<file path="src/rtl/uart_tx_drain.sv">
// UART transmitter that drains an sfifo read port: pops one word when the FIFO is non-empty
// and cts is high, then sends it LSB-first with start/stop bits. Optional even parity: UART_TX_PARITY_EN.
module uart_tx_drain #(
    parameter int WIDTH    = 8,
    parameter int CLKDIV   = 16,
    parameter int STOPBITS = 1
) (
    input  logic             clk,
    input  logic             reset,
    input  logic             fifo_empty,
    input  logic [WIDTH-1:0] fifo_rdata,
    output logic             fifo_read,
    input  logic             cts,
    output logic             txd,
    output logic             busy
);

    localparam int TW = $clog2(CLKDIV);
    localparam int BW = $clog2(WIDTH + 1);
    localparam logic [TW-1:0] TMAX  = TW'(CLKDIV - 1);
    localparam logic [TW-1:0] TZERO = TW'(0);
    localparam logic [TW-1:0] TONE  = TW'(1);
    localparam logic [BW-1:0] BZERO = BW'(0);
    localparam logic [BW-1:0] BONE  = BW'(1);
    localparam logic [BW-1:0] BLAST = BW'(WIDTH - 1);
    localparam logic [BW-1:0] SLAST = BW'(STOPBITS - 1);

    typedef enum logic [2:0] {
        S_IDLE   = 3'd0,
        S_FETCH  = 3'd1,
        S_LATCH  = 3'd2,
        S_START  = 3'd3,
        S_DATA   = 3'd4,
`ifdef UART_TX_PARITY_EN
        S_PARITY = 3'd5,
`endif
        S_STOP   = 3'd6
    } state_t;

    state_t           r_state;
    logic [TW-1:0]    r_timer;
    logic [BW-1:0]    r_bitcnt;
    logic [WIDTH-1:0] r_shift;
    logic             r_txd;
    logic             r_read;
    logic             r_busy;

    state_t           w_state_nxt;
    logic [TW-1:0]    w_timer_nxt;
    logic [BW-1:0]    w_bitcnt_nxt;
    logic [WIDTH-1:0] w_shift_nxt;
    logic             w_txd_nxt;
    logic             w_read_nxt;
    logic             w_tick;

`ifdef UART_TX_PARITY_EN
    logic r_parity;
    logic w_parity_nxt;

    function automatic logic even_parity(input logic [WIDTH-1:0] d);
        return ^d;
    endfunction
`endif

    assign w_tick = (r_timer == TZERO);

    // Next-state and datapath decode; everything lands in registers below.
    always_comb begin
        w_state_nxt  = r_state;
        w_timer_nxt  = r_timer;
        w_bitcnt_nxt = r_bitcnt;
        w_shift_nxt  = r_shift;
        w_txd_nxt    = r_txd;
        w_read_nxt   = 1'b0;
`ifdef UART_TX_PARITY_EN
        w_parity_nxt = r_parity;
`endif
        case (r_state)
            S_IDLE: begin
                if (!fifo_empty && cts) begin
                    w_state_nxt = S_FETCH;
                    w_read_nxt  = 1'b1;
                end else begin
                    w_state_nxt = S_IDLE;
                end
            end
            S_FETCH: begin
                w_state_nxt = S_LATCH;
            end
            S_LATCH: begin
                // rdata became valid on the FETCH edge, so it is stable here
                w_shift_nxt = fifo_rdata;
                w_txd_nxt   = 1'b0;
                w_timer_nxt = TMAX;
                w_state_nxt = S_START;
`ifdef UART_TX_PARITY_EN
                w_parity_nxt = even_parity(fifo_rdata);
`endif
            end
            S_START: begin
                if (w_tick) begin
                    w_txd_nxt    = r_shift[0];
                    w_timer_nxt  = TMAX;
                    w_bitcnt_nxt = BZERO;
                    w_state_nxt  = S_DATA;
                end else begin
                    w_timer_nxt = r_timer - TONE;
                end
            end
            S_DATA: begin
                if (w_tick) begin
                    w_timer_nxt = TMAX;
                    if (r_bitcnt == BLAST) begin
                        w_bitcnt_nxt = BZERO;
`ifdef UART_TX_PARITY_EN
                        w_txd_nxt   = r_parity;
                        w_state_nxt = S_PARITY;
`else
                        w_txd_nxt   = 1'b1;
                        w_state_nxt = S_STOP;
`endif
                    end else begin
                        w_shift_nxt  = r_shift >> 1;
                        w_txd_nxt    = w_shift_nxt[0];
                        w_bitcnt_nxt = r_bitcnt + BONE;
                    end
                end else begin
                    w_timer_nxt = r_timer - TONE;
                end
            end
`ifdef UART_TX_PARITY_EN
            S_PARITY: begin
                if (w_tick) begin
                    w_timer_nxt  = TMAX;
                    w_txd_nxt    = 1'b1;
                    w_bitcnt_nxt = BZERO;
                    w_state_nxt  = S_STOP;
                end else begin
                    w_timer_nxt = r_timer - TONE;
                end
            end
`endif
            S_STOP: begin
                if (w_tick) begin
                    if (r_bitcnt == SLAST) begin
                        // timer parks at zero in IDLE rather than reloading
                        w_bitcnt_nxt = BZERO;
                        w_state_nxt  = S_IDLE;
                    end else begin
                        w_bitcnt_nxt = r_bitcnt + BONE;
                        w_timer_nxt  = TMAX;
                    end
                end else begin
                    w_timer_nxt = r_timer - TONE;
                end
            end
            default: begin
                w_txd_nxt   = 1'b1;
                w_state_nxt = S_IDLE;
            end
        endcase
    end

    // State and datapath registers with synchronous active-low reset.
    always_ff @(posedge clk) begin
        if (!reset) begin
            r_state  <= S_IDLE;
            r_timer  <= TZERO;
            r_bitcnt <= BZERO;
            r_shift  <= {WIDTH{1'b0}};
            r_txd    <= 1'b1;
            r_read   <= 1'b0;
            r_busy   <= 1'b0;
`ifdef UART_TX_PARITY_EN
            r_parity <= 1'b0;
`endif
        end else begin
            r_state  <= w_state_nxt;
            r_timer  <= w_timer_nxt;
            r_bitcnt <= w_bitcnt_nxt;
            r_shift  <= w_shift_nxt;
            r_txd    <= w_txd_nxt;
            r_read   <= w_read_nxt;
            r_busy   <= (w_state_nxt != S_IDLE);
`ifdef UART_TX_PARITY_EN
            r_parity <= w_parity_nxt;
`endif
        end
    end

    assign fifo_read = r_read;
    assign txd       = r_txd;
    assign busy      = r_busy;

endmodule

</file>
<file path="config.mk">
export PLATFORM = sky130hd
export DESIGN_NAME = uart_tx_drain
export DESIGN_NICKNAME = d
export VERILOG_FILES = /design/src/rtl/uart_tx_drain.sv
export SDC_FILE = /design/constraint.sdc
export NUM_CORES = 1
export LEC_CHECK = 0
export CORE_MARGIN = 3
export CORE_UTILIZATION = 53
export CTS_CLUSTER_SIZE = 16
export DETAILED_ROUTE_END_ITERATION = 16
export GPL_ROUTABILITY_DRIVEN = 0
export PLACE_DENSITY = 0.75
export SETUP_SLACK_MARGIN = 0.02
export SLEW_MARGIN = 0
export SYNTH_ARGS = -nofsm -noshare
export SYNTH_HDL_FRONTEND = slang
export SYNTH_SLANG_ARGS = --single-unit
</file>
<file path="constraint.sdc">
create_clock -name clk -period 2.16 [get_ports clk]
set_input_delay 0.216 -clock clk [delete_from_list [all_inputs] [get_ports clk]]
set_output_delay 0.216 -clock clk [all_outputs]
set_load 0.005 [all_outputs]
</file>
==> flow_summary.toml <==
# generated from flow reports
[outcome]
outcome = "finished, final reports clean"

[die]
die_area_um2 = 2783
num_rows = 16
coreArea_um2 = 2022
die_height_um = 52.76

[synthesis]
yosysTopAreaCellShare_pct = 38.01
synth_stat.cells = 129
synth_cell_types = 42
top_area_cell = "dfxtp_1"
syn_inst = 129
async_reset_ff_share_pct = 0
syn_avg_cell_area_um2 = 8.981

[sta]
clock_skew_ns = 0.003322
slew-limit-headroom_pct = 63.34
worstMarginPinSlew_ns = 0.5500

[power]
power_frac_seq_pct = 53.5
ir_drop_uv = 478.1
total_leakage_power_nw = 0.4680
power.density_nw_per_um2 = 651.9

[cells_and_area]
final_layout_size_suffix_gt1_share_pct = 13.10

[critical_path]
critPathCaptureType = "flop"
cp.arrival_ns = 2.19
critical_path_class = "flop to flop"

[drt]
routed_via_density = 5.866
drt-total-wl_um = 2395
drt_first_pass_iters = 4

[placed_design]
hpwlAfterDp_um = 1756
io_buffers = 14
place_inst = 169

[flow_run]
drv_cap = 0
cell usage after synthesis, drive strengths merged, types with 3 or more instances:
cell type,n
nand3,3
nand2,6
o21ai,10
nor2,13
clkbuf,4
a211oi,8
ha,3
nor3,3
inv,9
mux2i,7
nor2b,3
dfxtp,22
a21oi,5
metrics by stage:
| stage | hold WS (ns) | setup WS, ns |
|---|---|---|
| global placement | 0.4490 | 0.3252 |
| finish | 0.4770 | 0.1897 |
| global route | 0.4953 | 0.04921 |
| floorplan | 0.3159 | 0.3229 |
| detailed placement | 0.4614 | 0.2227 |
| CTS | 0.4787 | 0.1745 |
layer usage:
layer	part of all wire [%]	GRT usage, %	routed length [um]	vias up
met5	0	0	0	-
met4	1.7	8.085	40	0
met3	2.2	2.849	52	5
met2	46	33.68	1092	13
met1	50	25.52	1209	481
li1	-	-	-	510
kinds of logic after synthesis:
family | count (synthesis) | synth area share (%)
and+or+nand+nor | 43 | 21.27
DFF | 22 | 38.01
adders and majority gates | 3 | 3.240
muxes | 7 | 6.048
buffers and inverters | 15 | 5.614
AOI/OAI and AO/OA | 39 | 25.81
path summary, 6_finish.rpt:
check | startpoint | endpoint | slack (ns)
max | r_timer[0] | r_shift[3] | 0.19
min reg2reg | r_shift[7] | r_shift[7] | 0.48
max reg2reg | r_timer[0] | r_shift[3] | 0.19
min | fifo_empty | fifo_read | 0.48
state kept, by name (all words and copies together) (netlist names):
register	count
busy	1
fifo_read	1
r_bitcnt	4
r_shift	8
r_state	3
r_timer	4
txd	1
worst max-delay path, cell delays in order, from the launching register on:
cell,delay [ns]
dfxtp_1,0.34
inv_1,0.07
ha_1,0.22
or3b_4,0.43
o41ai_4,0.29
buf_4,0.24
nor2_1,0.07
a211oi_1,0.22
final cells by class:
cell class                      instances  area (um^2)  share of cell area, %
Clock buffer                            3        22.52                  1.654
Inverter                                9        33.78                  2.482
Multi-Input combinational cell         92        653.1                  47.98
Sequential cell                        22        440.4                  32.35
Tap cell                               27        33.78                  2.482
Timing Repair Buffer                   19        177.7                  13.05
power groups by stage:
stage	registers, W	logic (W)	clock network, W
final	0.000474	0.000230	0.000183
after global routing	0.000480	0.000256	0.000204
after CTS	0.000475	0.000230	0.000188
after detailed placement	0.000484	0.000229	0
after global placement	0.000482	0.000222	0
after floorplan	0.000470	0.000164	0
Figure 1. Met1 routing.
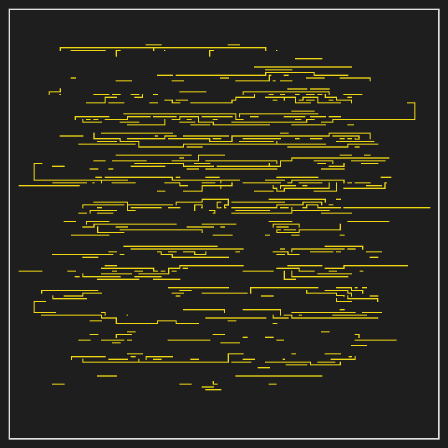
nets with wire on the layer: 146
longest straight run: 25.3 um
main direction: horizontal
routed vias: 1,009
met1 Track Usage GR: 25.52%

Figure 2. Routed clock nets over the placement.
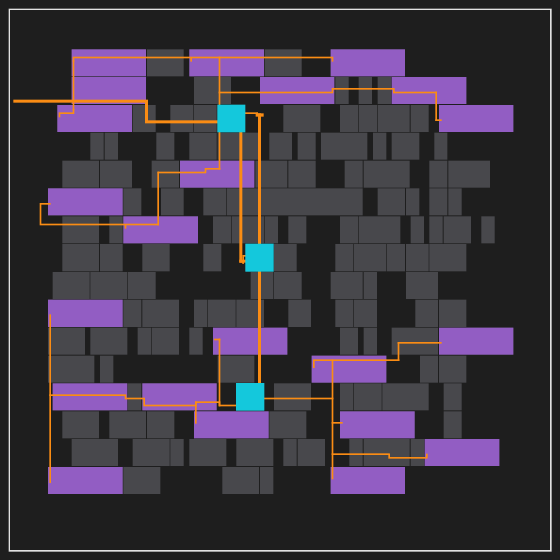
[clock wires] orange | length: 262 um
[cells driving clock nets] cyan | count: 3
[flip-flops] purple | count: 22
routed clock nets: 4
Clock power frac: 20.6%
Late-Pin Clk Latency: 0.30 ns

Power figures rest on the tool's default switching activity, not on a simulated workload.
